Figure 1. Metal 3.
Scale bar: 50 um.
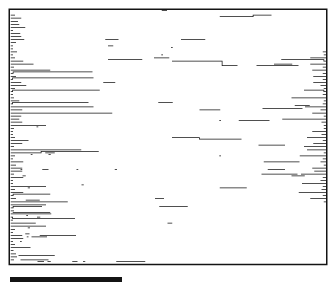
Figure 2. Sequential cells grouped by signal name.
Other sequential cells in the stronger grey, the rest of the logic in the fainter grey.
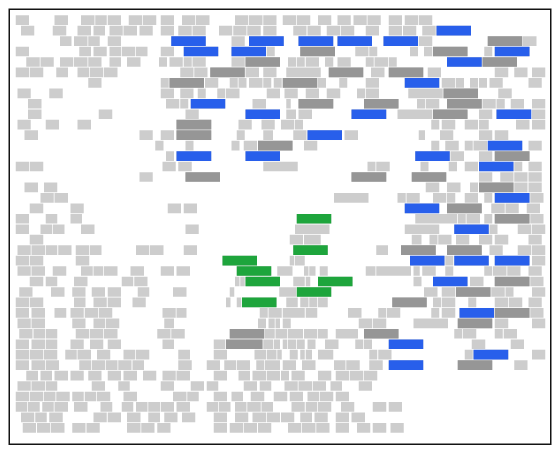
Figure 3. Routing congestion map.
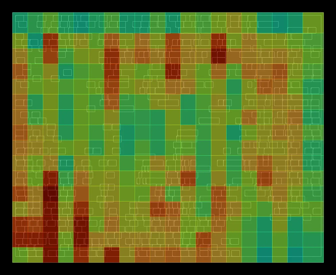
Figure 4. Gate-type map.
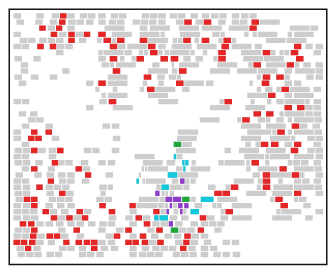
[src/rtl/dmem_arbiter_pkg.sv]
// rtl/dmem_arbiter_pkg.sv - shared constants for the data-memory arbiter
package dmem_arbiter_pkg;

    // Requester ids; a single bit is enough for two requesters.
    localparam logic REQ_CORE   = 1'b0;
    localparam logic REQ_LOADER = 1'b1;

    localparam int DEFAULT_MAX_HOLD = 8;

    // Hold counter width; the counter saturates at its all-ones value.
    localparam int              HOLD_W   = 8;
    localparam logic [HOLD_W-1:0] HOLD_SAT = '1;

endpackage

[src/rtl/arb_rdata_reg.sv]
// rtl/arb_rdata_reg.sv - per-requester read-return register (rvalid pulse + held rdata)
//
// Ports:
//   clk, rst   clock, asynchronous active-low reset
//   load_i     requester had a granted read this cycle
//   rd_i       combinational read data from memory
//   rvalid_o   one-cycle pulse the cycle after a granted read
//   rdata_o    captured read data, held until the next granted read
module arb_rdata_reg #(
    parameter int DW = 32
) (
    input  logic          clk,
    input  logic          rst,
    input  logic          load_i,
    input  logic [DW-1:0] rd_i,
    output logic          rvalid_o,
    output logic [DW-1:0] rdata_o
);

    logic          rvalid_q;
    logic [DW-1:0] rdata_q;
    logic [DW-1:0] rdata_d;

    always_comb begin
        rdata_d = rdata_q;
        if (load_i) begin
            rdata_d = rd_i;
        end
    end

    always_ff @(posedge clk or negedge rst) begin
        if (!rst) begin
            rvalid_q <= 1'b0;
            rdata_q  <= '0;
        end else begin
            rvalid_q <= load_i;
            rdata_q  <= rdata_d;
        end
    end

    assign rvalid_o = rvalid_q;
    assign rdata_o  = rdata_q;

endmodule

[src/rtl/dmem_arbiter.sv]
// rtl/dmem_arbiter.sv - two-requester data-memory arbiter with lock/hold and read return
//
// Ports:
//   clk, rst                     clock, asynchronous active-low reset
//   m0_*                         core load/store requester (req/we/lock/addr/wdata in,
//                                gnt/rvalid/rdata out)
//   m1_*                         program/debug loader requester, same shape as m0_*
//   core_stall                   core is requesting but not granted
//   mem_A, mem_WE, mem_WD        drive the data memory
//   mem_RD                       combinational read data from the data memory
module dmem_arbiter
    import dmem_arbiter_pkg::*;
#(
    parameter int AW       = 32,
    parameter int DW       = 32,
    parameter int MAX_HOLD = DEFAULT_MAX_HOLD
) (
    input  logic          clk,
    input  logic          rst,
    input  logic          m0_req,
    input  logic          m0_we,
    input  logic          m0_lock,
    input  logic [AW-1:0] m0_addr,
    input  logic [DW-1:0] m0_wdata,
    output logic          m0_gnt,
    output logic          m0_rvalid,
    output logic [DW-1:0] m0_rdata,
    input  logic          m1_req,
    input  logic          m1_we,
    input  logic          m1_lock,
    input  logic [AW-1:0] m1_addr,
    input  logic [DW-1:0] m1_wdata,
    output logic          m1_gnt,
    output logic          m1_rvalid,
    output logic [DW-1:0] m1_rdata,
    output logic          core_stall,
    output logic [AW-1:0] mem_A,
    output logic          mem_WE,
    output logic [DW-1:0] mem_WD,
    input  logic [DW-1:0] mem_RD
);

    localparam logic [HOLD_W-1:0] MAX_HOLD_C = HOLD_W'(MAX_HOLD);

    logic              last_q, last_d;
    logic              lock_q, lock_d;
    logic [HOLD_W-1:0] hold_q, hold_d;

    logic grant_any;
    logic gnt_id;
    logic gnt_we;
    logic other_req;

    // Grant decision. rst is folded in so the memory port goes quiet the
    // instant reset asserts, without waiting for a clock edge.
    always_comb begin
        grant_any = 1'b0;
        gnt_id    = last_q;
        if (rst) begin
            unique case ({m1_req, m0_req})
                2'b01: begin
                    grant_any = 1'b1;
                    gnt_id    = REQ_CORE;
                end
                2'b10: begin
                    grant_any = 1'b1;
                    gnt_id    = REQ_LOADER;
                end
                2'b11: begin
                    grant_any = 1'b1;
                    // Locked owner keeps the memory until its hold budget is spent.
                    if (lock_q && (hold_q < MAX_HOLD_C)) begin
                        gnt_id = last_q;
                    end else begin
                        gnt_id = ~last_q;
                    end
                end
                default: begin
                    grant_any = 1'b0;
                end
            endcase
        end
    end

    assign m0_gnt     = grant_any && (gnt_id == REQ_CORE);
    assign m1_gnt     = grant_any && (gnt_id == REQ_LOADER);
    assign core_stall = m0_req && !m0_gnt;

    assign gnt_we    = (gnt_id == REQ_LOADER) ? m1_we : m0_we;
    assign other_req = (gnt_id == REQ_LOADER) ? m0_req : m1_req;

    assign mem_A  = !grant_any ? '0 : ((gnt_id == REQ_LOADER) ? m1_addr : m0_addr);
    assign mem_WD = !grant_any ? '0 : ((gnt_id == REQ_LOADER) ? m1_wdata : m0_wdata);
    assign mem_WE = grant_any && gnt_we;

    always_comb begin
        last_d = last_q;
        lock_d = 1'b0;
        hold_d = '0;
        if (grant_any) begin
            last_d = gnt_id;
            lock_d = (gnt_id == REQ_LOADER) ? m1_lock : m0_lock;
            // Only repeat grants taken while the other side waited count
            // toward the hold budget; uncontested bursts leave it at zero.
            if ((gnt_id == last_q) && other_req) begin
                hold_d = (hold_q == HOLD_SAT) ? hold_q : hold_q + 1'b1;
            end
        end
    end

    // last resets to the loader so the first tie after reset goes to the core.
    always_ff @(posedge clk or negedge rst) begin
        if (!rst) begin
            last_q <= REQ_LOADER;
            lock_q <= 1'b0;
            hold_q <= '0;
        end else begin
            last_q <= last_d;
            lock_q <= lock_d;
            hold_q <= hold_d;
        end
    end

    arb_rdata_reg #(.DW(DW)) u_rdata_m0 (
        .clk      (clk),
        .rst      (rst),
        .load_i   (m0_gnt && !m0_we),
        .rd_i     (mem_RD),
        .rvalid_o (m0_rvalid),
        .rdata_o  (m0_rdata)
    );

    arb_rdata_reg #(.DW(DW)) u_rdata_m1 (
        .clk      (clk),
        .rst      (rst),
        .load_i   (m1_gnt && !m1_we),
        .rd_i     (mem_RD),
        .rvalid_o (m1_rvalid),
        .rdata_o  (m1_rdata)
    );

endmodule

[config.mk]
export PLATFORM = sky130hd
export DESIGN_NAME = dmem_arbiter
export DESIGN_NICKNAME = d
export VERILOG_FILES = /design/src/rtl/dmem_arbiter_pkg.sv /design/src/rtl/arb_rdata_reg.sv /design/src/rtl/dmem_arbiter.sv
export SDC_FILE = /design/constraint.sdc
export NUM_CORES = 1
export LEC_CHECK = 0
export ABC_CLOCK_PERIOD_IN_PS = 6000
export CAP_MARGIN = 20
export CELL_PAD_IN_SITES_DETAIL_PLACEMENT = 0
export CELL_PAD_IN_SITES_GLOBAL_PLACEMENT = 1
export CORE_ASPECT_RATIO = 0.8
export CORE_UTILIZATION = 26
export CTS_CLUSTER_SIZE = 30
export DETAILED_ROUTE_END_ITERATION = 16
export PLACE_DENSITY = 0.95
export SLEW_MARGIN = 20
export SYNTH_ARGS = -nofsm -noshare
export SYNTH_HDL_FRONTEND = slang
export SYNTH_SLANG_ARGS = --single-unit
[constraint.sdc]
create_clock -name clk -period 6 [get_ports clk]
set_input_delay 0.9 -clock clk [delete_from_list [all_inputs] [get_ports clk]]
set_output_delay 0.9 -clock clk [all_outputs]
set_load 0.02 [all_outputs]
==> run_results.csv <==
group,metric,value,unit
setup_path,cp.arrival,3820,ps
layout,fillCellCount,1326,
die,taps,189,
layout,area_delta_synth_final,87.1,%
layout,clk_share,0.0392,
logic_synthesis,yosys_most_used_dff,"dfrtp_1",
sta,finClkSkew,8.45,ps
cts,htreeDepth,3,
cts,post_cts_buffers,0,
cts,cts_hold_buf,0,
logic_synthesis,ys_cells,348,
route,routedWlPerCell,21.6,um
layout,final_layout_top_logic_cells,"clkdlybuf4s50_1, dfrtp_1, a22o_1",
die,pin_count,302,
route,post-route-drc-count,0,
sta,tightest_slew,1050,ps
layout,n_all_inverters,1,
route,routed_wl,18000,um
power_and_ir_drop,power,2.50,mW
sta,max_slew_margin,0.298,
flow_run,cap_violations,0,
setup_path,worstPathMaxFanout,41,
global_route,antenna_found_initial,1,
cts,cts_buffers,9,
power_and_ir_drop,max-vdd-ir-drop,119,uV
route,dr.pass1.iters,4,
layout,combGateArea,0.00196,mm^2
cts,cts.sinks,76,
setup_path,startpoint,"m0_req",
die,die_y,113,um
cts,cts_root_buf,"clkbuf_16",
logic_synthesis,yosys_area,0.00399,mm^2
die,core_area,0.0150,mm^2
layout,finalNetCount,806,
sta,post-route-period-util,0.787,
logic_synthesis,async_flop_share,1.00,
layout,buffers,308,
power_and_ir_drop,power_density,335,mW/mm^2
run_status,status,"complete, no violations",
layout,flop_area,0.00190,mm^2
flow_run,tool_warnings,26,
layout,nClkBuffers,10,
power_and_ir_drop,p_leak,2.88,nW
route,vias_per_cell,5.27,
setup_path,worstSetupEndpoint,"mem_A[24]",
global_route,grt_pass1_vias,4481,
die,die-area,0.0158,mm^2
setup_path,critical_path.endpoint_type,"output pin",
layout,sequential_cell_total,76,
cts,cts_resized,0,
sta,final-setup-viol-count,0,
global_route,grt_pass1_wl,26400,um
route,vias,4382,
layout,nMultiInputCombCells,241,
layout,drive_above_1_share,0.0498,
logic_synthesis,syn_avg_cell_area,11.5,um^2
logic_synthesis,synthTopCellsByCount,"dfrtp_1, a22o_1, and2_1, a221o_1, clkbuf_1",
sta,tns,0,ps
logic_synthesis,ys_types,36,
logic_synthesis,top_area_frac,0.470,
setup_path,worstSetupStartpointType,"primary input",
layout,final_layout_top_logic_cell,"clkdlybuf4s50_1",
cts,cts_tree,"built",
setup_path,rr_endpoint,"u_rdata_m1.rdata_o[1]$_DFFE_PN0P_",
logic_synthesis,ys_warn_count,0,
cts,path_clk_slew,50,ps
logic_synthesis,syn-instance-count,348,
layout,dominant-cell-class,"buffers",
placed_design,io_buffer_count,301,
die,num_rows,40,
setup_path,r2r_setup_slack,3450,ps
placed_design,globalplace.congestion,0.982,
layout,nonClkBufAreaFrac,0.410,
die,fp_util,0.266,
-- Figure 1 (at the start) --
The wires run mostly horizontal. 159 nets have wire on it.

-- Figure 2 (at the start) --
Green stands for hold_q, placed flops 8, where centre. Blue stands for u_rdata_m1.rdata_o, placed flops 32.
Another 36 sequential cells are not coloured.
Core Util, Final: 0.497
sequential share of cell area: 0.255

-- Figure 3 (at the start) --
M1 GR Usage: 0.258
gr usage total: 0.222
M2 GR Usage: 0.389

-- Figure 4 (at the start) --
Cyan stands for NOR gates, cells 11. Purple stands for NAND gates, cells 10, where bottom centre. Green stands for multiplexers, cells 3. Red stands for AND-OR and OR-AND gates, cells 130, where all over the die.

-- registers in the layout, indices dropped and copies added (netlist names) --
signal,cells
u_rdata_m0.rdata_o,32
u_rdata_m1.rdata_o,32
hold_q,8
last_q,1
lock_q,1
u_rdata_m0.rvalid_o,1
u_rdata_m1.rvalid_o,1
-- kinds of logic (layout without fill, tap and decap cells) --
kind of cell / count (synthesis) / count (layout) / synth area share
AOI/OAI and AO/OA: 139 / 139 / 0.320
and+or+nand+nor: 93 / 93 / 0.146
DFF: 76 / 76 / 0.477
muxes: 3 / 3 / 0.00753
other: 1 / 5 / 0.000940
buffers and inverters: 34 / 325 / 0.0433
xor gates and xnor gates: 1 / 1 / 0.00220
adders and majority gates: 1 / 1 / 0.00314
-- metrics by stage --
stage	hold slack, ps	instances	worst slack [ps]	area (um^2)	util
after floorplan	528	351	2990	4000	-
after global placement	512	815	1490	7170	0.478
after detailed placement	521	815	1330	7170	0.478
after CTS	409	831	1320	7460	0.497
after global routing	413	832	1150	7460	0.497
final	422	832	1280	7460	0.497
-- critical path, stage by stage --
cell,delay (ps)
clkdlybuf4s50_1,560
nand2_1,120
o21bai_1,240
nor2_4,720
buf_4,440
a22o_1,190
clkdlybuf4s50_1,620
-- routing by layer --
layer / vias to the layer above / wire, um / track usage / share of wire
met5: - / 0 / 0 / 0
met4: 0 / 603 / 0.0877 / 0.034
met3: 43 / 1320 / 0.0592 / 0.073
met2: 215 / 9050 / 0.389 / 0.50
met1: 2162 / 6980 / 0.258 / 0.39
li1: 1962 / - / - / -
-- power breakdown --
| group | internal, mW | switching, mW |
|---|---|---|
| Combinational | 0.632 | 0.530 |
| Clock | 0.322 | 0.210 |
| Sequential | 0.673 | 0.133 |
| Total | 1.63 | 0.872 |
Power and IR drop assume default switching activity.
